==> src/rtl/jump_game_pkg.sv <==
// Shared types and constants for the jump game core.
package jump_game_pkg;

   typedef enum logic [1:0] {
      IDLE = 2'd0,
      RUN  = 2'd1,
      OVER = 2'd2
   } game_state_t;

   typedef enum logic [1:0] {
      GROUND = 2'd0,
      RISE   = 2'd1,
      FALL   = 2'd2
   } jump_phase_t;

   // x^8 + x^6 + x^5 + x^4 + 1, taps as bit positions 7,5,4,3
   localparam logic [7:0]  LFSR_TAPS = 8'hB8;
   localparam int unsigned SCORE_W   = 16;

   function automatic logic lfsr_fb(input logic [7:0] v);
      return ^(v & LFSR_TAPS);
   endfunction

endpackage

==> src/rtl/jump_game_tick.sv <==
// Free-running divider producing a one-cycle game tick every TICK_DIV clocks.
module jump_game_tick #(
   parameter int TICK_DIV = 250
) (
   input  logic clk,
   input  logic rst,
   output logic tick
);

   localparam int CW = $clog2(TICK_DIV);
   localparam logic [CW-1:0] LAST = CW'(TICK_DIV - 1);

   logic [CW-1:0] cnt_q;

   assign tick = (cnt_q == LAST);

   // Count 0..TICK_DIV-1 and wrap; tick is high on the last count.
   always_ff @(posedge clk or negedge rst) begin
      if (!rst) begin
         cnt_q <= '0;
      end else if (tick) begin
         cnt_q <= '0;
      end else begin
         cnt_q <= cnt_q + CW'(1);
      end
   end

endmodule

==> src/rtl/jump_game_core.sv <==
// Endless-runner game core: synchronised jump button, tick-paced jump and
// obstacle lane, collision detection and score.
// Optional double jump: define JUMP_GAME_DOUBLE_JUMP_EN.
module jump_game_core
   import jump_game_pkg::*;
#(
   parameter int         COLS      = 8,
   parameter int         ROWS      = 8,
   parameter int         JUMP_H    = 3,
   parameter int         TICK_DIV  = 250,
   parameter logic [7:0] LFSR_SEED = 8'hA5
) (
   input  logic                    clk,
   input  logic                    rst,
   input  logic                    up,
   output logic [$clog2(ROWS)-1:0] height,
   output logic [COLS-1:0]         lane,
   output logic                    col,
   output logic [SCORE_W-1:0]      score,
   output logic [1:0]              state
);

   localparam int HW = $clog2(ROWS);
   localparam logic [HW-1:0] APEX_DEF = HW'(JUMP_H);

   logic tick;

   jump_game_tick #(
      .TICK_DIV(TICK_DIV)
   ) u_tick (
      .clk (clk),
      .rst (rst),
      .tick(tick)
   );

   logic up_s1_q, up_s2_q, up_s3_q;
   logic up_edge;

   game_state_t   state_q, state_d;
   jump_phase_t   phase_q, phase_d;
   logic [HW-1:0] height_q, height_d;
   logic [COLS-1:0] lane_q, lane_d;
   logic [SCORE_W-1:0] score_q, score_d;
   logic [7:0]    lfsr_q, lfsr_d;
   logic          jump_req_q, jump_req_d;
   logic          can_req, take, new_bit;
   logic [HW-1:0] apex_cur;
`ifdef JUMP_GAME_DOUBLE_JUMP_EN
   localparam logic [HW-1:0] H_MAX = HW'(ROWS - 1);
   logic          credit_q, credit_d;
   logic [HW-1:0] apex_q, apex_d;
   logic [HW:0]   apex_sum;
`endif

   assign up_edge = up_s2_q & ~up_s3_q;
   // Obstacle only when the last two columns are empty.
   assign new_bit = (lane_q[1:0] == 2'b00) & lfsr_q[0] & lfsr_q[1];

   // Two-flop synchroniser plus one delay flop for edge detection.
   always_ff @(posedge clk or negedge rst) begin
      if (!rst) begin
         up_s1_q <= 1'b0;
         up_s2_q <= 1'b0;
         up_s3_q <= 1'b0;
      end else begin
         up_s1_q <= up;
         up_s2_q <= up_s1_q;
         up_s3_q <= up_s2_q;
      end
   end

   // Game and jump state registers.
   always_ff @(posedge clk or negedge rst) begin
      if (!rst) begin
         state_q    <= IDLE;
         phase_q    <= GROUND;
         height_q   <= '0;
         lane_q     <= '0;
         score_q    <= '0;
         lfsr_q     <= LFSR_SEED;
         jump_req_q <= 1'b0;
`ifdef JUMP_GAME_DOUBLE_JUMP_EN
         credit_q   <= 1'b1;
         apex_q     <= APEX_DEF;
`endif
      end else begin
         state_q    <= state_d;
         phase_q    <= phase_d;
         height_q   <= height_d;
         lane_q     <= lane_d;
         score_q    <= score_d;
         lfsr_q     <= lfsr_d;
         jump_req_q <= jump_req_d;
`ifdef JUMP_GAME_DOUBLE_JUMP_EN
         credit_q   <= credit_d;
         apex_q     <= apex_d;
`endif
      end
   end

   // Next-state: game FSM, jump FSM, lane/LFSR shift, collision and score.
   always_comb begin
      state_d    = state_q;
      phase_d    = phase_q;
      height_d   = height_q;
      lane_d     = lane_q;
      score_d    = score_q;
      lfsr_d     = lfsr_q;
      jump_req_d = jump_req_q;
      take       = 1'b0;
      apex_cur   = APEX_DEF;
`ifdef JUMP_GAME_DOUBLE_JUMP_EN
      credit_d   = credit_q;
      apex_d     = apex_q;
      apex_sum   = {1'b0, height_q} + (HW + 1)'(JUMP_H);
      can_req    = (phase_q == GROUND) | credit_q;
`else
      can_req    = (phase_q == GROUND);
`endif
      case (state_q)
         IDLE: begin
            if (up_edge) state_d = RUN;
         end
         RUN: begin
            if (up_edge && can_req) jump_req_d = 1'b1;
            if (tick) begin
               // A request arriving on the tick itself is taken immediately.
               take = jump_req_q | (up_edge & can_req);
               case (phase_q)
                  GROUND: begin
                     if (take) begin
                        jump_req_d = 1'b0;
                        height_d   = HW'(1);
                        phase_d    = (APEX_DEF <= HW'(1)) ? FALL : RISE;
`ifdef JUMP_GAME_DOUBLE_JUMP_EN
                        apex_d     = APEX_DEF;
`endif
                     end
                  end
                  default: begin
`ifdef JUMP_GAME_DOUBLE_JUMP_EN
                     if (take && credit_q) begin
                        jump_req_d = 1'b0;
                        credit_d   = 1'b0;
                        apex_d     = (apex_sum > {1'b0, H_MAX}) ? H_MAX : apex_sum[HW-1:0];
                        phase_d    = RISE;
                     end
                     apex_cur = apex_d;
`endif
                     if (phase_d == RISE) begin
                        if (height_q < apex_cur) height_d = height_q + HW'(1);
                        if (height_d >= apex_cur) phase_d = FALL;
                     end else begin
                        height_d = height_q - HW'(1);
                        if (height_d == '0) begin
                           phase_d = GROUND;
`ifdef JUMP_GAME_DOUBLE_JUMP_EN
                           credit_d = 1'b1;
`endif
                        end
                     end
                  end
               endcase
               lane_d = {lane_q[COLS-2:0], new_bit};
               lfsr_d = {lfsr_q[6:0], lfsr_fb(lfsr_q)};
               // Collision uses the post-update lane and height.
               if (lane_d[COLS-1] && (height_d == '0)) begin
                  state_d    = OVER;
                  jump_req_d = 1'b0;
               end else if (score_q != '1) begin
                  score_d = score_q + SCORE_W'(1);
               end
            end
         end
         OVER: begin
            if (up_edge) begin
               state_d    = IDLE;
               phase_d    = GROUND;
               height_d   = '0;
               lane_d     = '0;
               score_d    = '0;
               lfsr_d     = LFSR_SEED;
               jump_req_d = 1'b0;
`ifdef JUMP_GAME_DOUBLE_JUMP_EN
               credit_d   = 1'b1;
`endif
            end
         end
         default: state_d = IDLE;
      endcase
   end

   assign height = height_q;
   assign lane   = lane_q;
   assign score  = score_q;
   assign state  = state_q;
   assign col    = (state_q == OVER);

endmodule

==> config.mk <==
export PLATFORM = sky130hd
export DESIGN_NAME = jump_game_core
export DESIGN_NICKNAME = d
export VERILOG_FILES = /design/src/rtl/jump_game_pkg.sv /design/src/rtl/jump_game_tick.sv /design/src/rtl/jump_game_core.sv
export SDC_FILE = /design/constraint.sdc
export NUM_CORES = 1
export LEC_CHECK = 0
export CAP_MARGIN = 30
export CORE_UTILIZATION = 40
export CTS_CLUSTER_DIAMETER = 30
export DETAILED_ROUTE_END_ITERATION = 16
export DONT_BUFFER_PORTS = 1
export SLEW_MARGIN = 20
export SYNTH_ARGS = -nofsm -noshare
export SYNTH_HDL_FRONTEND = slang
export SYNTH_SLANG_ARGS = --single-unit
==> constraint.sdc <==
create_clock -name clk -period 2.47 [get_ports clk]
set_input_delay 0.3705 -clock clk [delete_from_list [all_inputs] [get_ports clk]]
set_output_delay 0.3705 -clock clk [all_outputs]
set_load 0.02 [all_outputs]
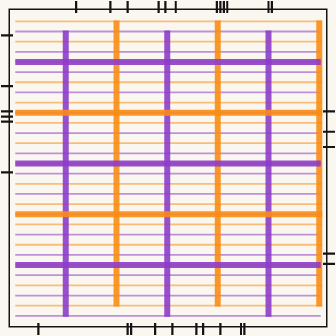
Figure 1: PDN straps and rails.
Pins as bars on the die edge.
Key: VSS = purple; VDD = orange
33 signal pins sit on the boundary. 6 straps on met4.
Die W: 84.6 um
Die Y: 84.6 um
maximum vdd drop: 306 uV
Core Region: 0.00646 mm2

==> impl_metrics.py <==
# Generated from Yosys and OpenROAD reports
metrics = {
    "sta": {
        "holdWs_ns": 0.0995,
        "rsz0062_at_grt": "no",
        "setup_ws_ns": 0.164,
        "tightest_slew_ns": 0.475,
        "period_used_pct": 93.4,
        "maxSlewHeadroom_pct": 68.3,
        "maxClockFrequency_mhz": 434,
    },
    "cells_and_area": {
        "num-nonclk-inverters": 13,
        "logic_gate_count": 193,
        "syn2layout_area_growth_pct": 12.1,
        "final_common_cell": "dfrtp_1",
        "sh_seq_area_pct": 41.9,
        "final_cell_area_mm2": 0.00306,
        "comb_share_pct": 43.3,
    },
    "routing": {
        "drc": 1,
        "routed_via_density": 5.91,
        "wl_met2_um": 2690,
        "top_layer": "met4",
        "wl_met1_um": 2980,
        "vias": 2162,
    },
    "global_route": {
        "grtUsageMet1_pct": 25.5,
        "met2_usage_pct": 27.0,
        "antenna_found_initial": 0,
    },
    "placed_design": {
        "dp_hpwl_um": 4010,
        "dp_slack_ns": 0.192,
        "gp_congestion": 0.763,
    },
    "synth": {
        "synth.cellmix.simpleShare_pct": 17.0,
        "synth.most_common_cell": "dfrtp_1",
        "synth_xor_xnor_area_share_pct": 2.57,
        "top_area_share_pct": 43.1,
        "yosysChipArea_mm2": 0.00273,
        "synth_nets": 287,
        "ys_types": 53,
        "async_reset_ff_share_pct": 100,
        "edf_count": 0,
        "syn_inst": 275,
    },
    "status": {
        "outcome": "complete, but fails checks",
        "violations": "DRC",
    },
    "run": {
        "tool_warnings": 31,
    },
    "setup_path": {
        "rr_endpoint": "score[10]",
        "crit_arrival_ns": 2.48,
        "crit_chain": "inv_1 -> ha_1 -> nand4_1 -> or3_4 -> a211oi_2 -> nand2_4 -> o311ai_0 -> o41ai_1",
        "slowest_stage": "or3_4",
        "r2r-start": "u_tick.cnt_q[1]",
    },
    "clock_tree": {
        "clk_latency_ns": 0.30,
        "numCtsBuffers": 5,
        "cts_sinks": 51,
    },
    "power": {
        "p_sw_mw": 0.582,
        "p_seq_mw": 0.904,
    },
    "floorplanning": {
        "chipArea_mm2": 0.00716,
    },
}
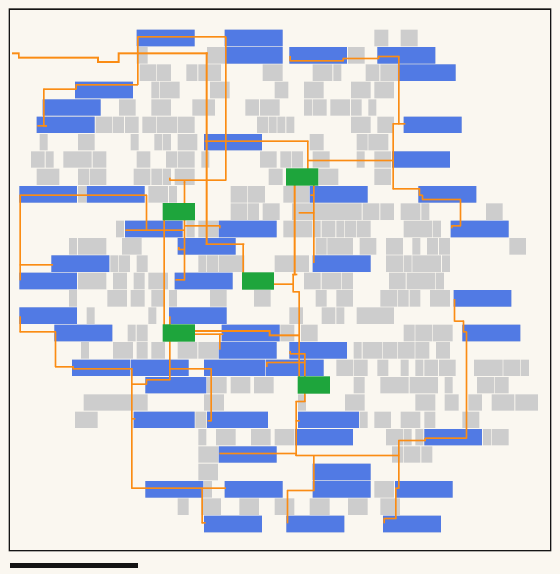
Figure 2: clock network drawn from the DEF.
Bar = 20 um.
Key: flip-flops = blue [count 51]; clock wires = orange [length 649 um]; cells driving clock nets = green [count 5]
Position of the flops: all over the die. There are 6 routed clock nets.
clock group share of total power: 29.6%
Worst Skew: 0.0128 ns
clk pwr: 0.566 mW

Power is estimated from default activity; no workload was simulated.
